Design pipe_stage_buf, sky130hd; sources not shown.
Figure 1. Routing congestion.
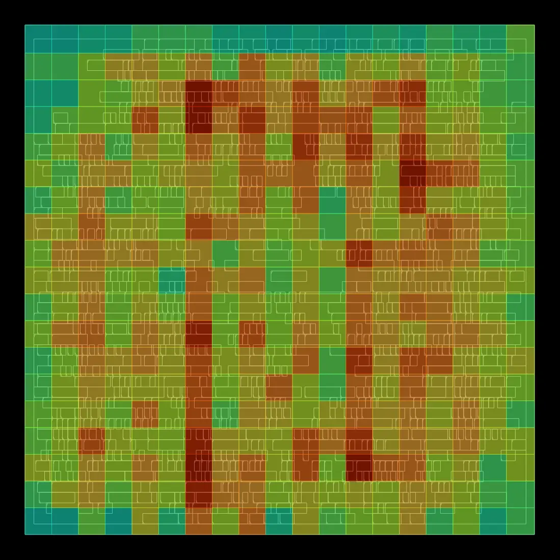
gr usage total: 25.0%
wire per inst: 14.7 µm
GR Layer Usage met3: 5.40%

Figure 2. Placed cells, one color a class.
Scale bar: 50 µm.
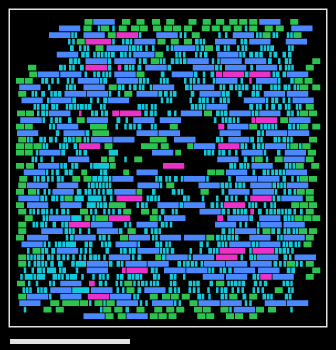
legend:
  clock drivers and dummy loads:
    color: magenta
    cells: 32
    share_of_their_area: 5.7%
  all other logic:
    color: cyan
    cells: 821
    share_of_their_area: 34%
  other buffers and delay cells:
    color: green
    cells: 195
    share_of_their_area: 19%
  flip-flops:
    color: blue
    cells: 170
    share_of_their_area: 41%
FP Rows: 46
post-route cell area: 0.0107 mm²

Figure 3. Clock distribution.
Scale bar: 50 µm.
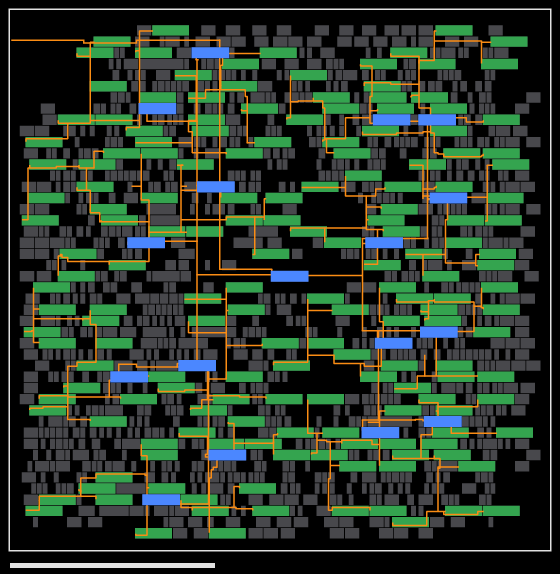
legend:
  clock wires:
    color: orange
    length: 2040 µm
  cells driving clock nets:
    color: blue
    count: 17
  flip-flops:
    color: green
    count: 170
routed clock nets: 18
flops lie: spread over the die
Clock Power Share: 35.6%
Insertion Delay late pin: 0.43 ns
Clk. pwr: 2340 µW

Figure 4. Sequential cells grouped by signal name.
Scale bar: 50 µm.
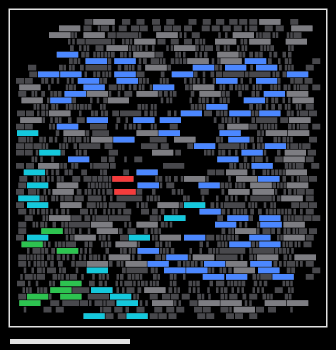
legend:
  u_kill_cnt/value:
    color: green
    placed_flops: 8
    where: south-west
  occupancy:
    color: red
    placed_flops: 2
  out_keep:
    color: cyan
    placed_flops: 16
  s_data_q:
    color: blue
    placed_flops: 64
Seq/total area: 39.9%
FF+latch area: 0.00425 mm²
utilization after layout: 67.0%
sequential power: 2850 µW

==> job_summary.md <==
## PnR job results

| Metric | Value |
|---|---|
| Fill count | `1387` |
| FF-to-FF path depth | `14` |
| IO Pins | `177` |
| DRC errors left | `0` |
| Commonest non-fill, non-tap cell in the layout | `nand2_1` |
| Post-synth EDFFs | `0` |
| Slack of the critical path | `0.238 ns` |
| CTS tree | `built` |
| Cell Area, Placed | `0.0100 mm²` |
| Main flop type | `dfrtp_1` |
| Nets | `1294` |
| Die Span Y | `131 µm` |
| Dpl cells | `1401` |
| Hold slack final | `-0.0549 ns` |
| Cycle use final | `91.7%` |
| Slew HR | `37.7%` |
| Num Clock Sinks | `170` |
| CP required | `2.54 ns` |
| PD cells | `616 mW/mm²` |
| Pleak | `0.00527 µW` |
| Cell variety after synth | `28` |
| Endpoint class of the critical path | `primary output` |
| Clock transition at path regs | `0.06 ns` |
| YS warnings | `6` |
| Final Hold Fails | `28` |
| Crit path time final | `2.64 ns` |
| Measured slew at the worst slew-check pin | `0.934 ns` |
| Tool warning count | `28` |
| HP Class | `input port to asynchronous set/reset pin` |
| First-pass GRT wire length | `35200 µm` |
| Initial drt markers | `700` |
| Register area share after synthesis | `52.4%` |
| Die area | `0.0173 mm²` |
| Synth-to-layout area growth | `31.1%` |
| FF-to-FF setup slack | `0.41 ns` |
| IO buf count | `176` |
| Number of max-cap violations | `0` |
| Routed vias/inst | `5.21` |
| Pre-CTS WS | `0.222 ns` |
| Synthesized area | `0.00812 mm²` |
| Endpoints failing setup | `0` |
| Yosys chip area | `0.00812 mm²` |
| Outcome | `finished with violations` |
| Post_cts resized | `0` |
| Max FO, Critical Path | `47` |
| Core ar. | `0.0159 mm²` |
| RSZ-0062 raised after global routing | `no` |
| Yosys reg bits | `170` |
| Peak Freq | `0.379 GHz` |
| Yosys cell count | `1064` |
| Most frequent cells in the layout | `506 x nand2_1, 175 x clkdlybuf4s50_1, 170 x nand3_1, 170 x dfrtp_1, 81 x o21ai_1` |
| Fin Setup TNS | `0 ns` |
| Post-CTS Hold Fix Bufs | `0` |
| Worst IR Drop VDD | `0.452 mV` |
| Final tally of max-slew violations | `0` |
| Vias in the first global route | `6945` |
| Hpwl dp | `13000 µm` |
| Initial antenna violation count | `0` |
| Clock Path Buffers | `2` |
| WL final | `21100 µm` |
| Violated checks | `hold timing` |
| Synth Area per Inst | `7.63 µm²` |
| Crit path kind | `flip-flop to primary output` |
| Critical path startpoint category | `flip-flop` |
| Vias | `7474` |
| Total CTS buffers | `17` |
cells by family after synthesis:
family	after synthesis	share of synthesized area [%]
AND-OR/OR-AND	90	5.65
flip-flops	170	52.4
adder cells (fa/ha/maj)	4	0.709
other	1	0.0462
AND/OR/NAND/NOR	697	35.4
buffers and inverters	101	5.75
XOR/XNOR	1	0.108
report_power, final:
group	switching (µW)	total, µW	internal, µW
Sequential	170	2850	2680
Clock	954	2340	1380
Combinational	737	1370	636
critical path: stages, from the launching register on:
cell and delay, ns:
dfrtp_1 0.50, nor2_4 0.16, buf_4 0.47, o21ai_0 0.20, clkdlybuf4s50_1 0.54
routing by layer:
layer | GRT usage, % | part of all wire (%) | vias to the layer above
li1 | - | - | 3677
met5 | 0 | 0 | -
met3 | 5.40 | 6.1 | 27
met1 | 33.9 | 44 | 3531
met2 | 40.3 | 48 | 239
met4 | 7.97 | 1.7 | 0
area by class of cell:
class | instances | area (µm²) | area share, %
repair buffers | 195 | 1990 | 18.7
well taps | 216 | 270 | 2.54
inverters | 25 | 96.3 | 0.905
clock inverters | 12 | 149 | 1.40
flip-flops and latches | 170 | 4250 | 39.9
clock buffers | 20 | 447 | 4.19
multi-input cells | 796 | 3450 | 32.4
cell usage after synthesis (2+ instances only):
cell,count,area [µm²]
clkbuf_1,17,63.8
nand2_2,4,25.0
buf_2,37,185
inv_1,20,75.1
o21ai_1,81,405
nor2_1,9,33.8
buf_1,12,45.0
nand4_1,3,18.8
nor2_2,2,12.5
inv_2,4,15.0
nand2_1,506,1900
ha_1,3,37.5
buf_4,9,67.6
nand3_1,170,851
a21oi_1,3,15.0
o21ai_0,3,15.0
dfrtp_1,170,4250
No activity file was given, so power comes from the tool's default toggle rates.
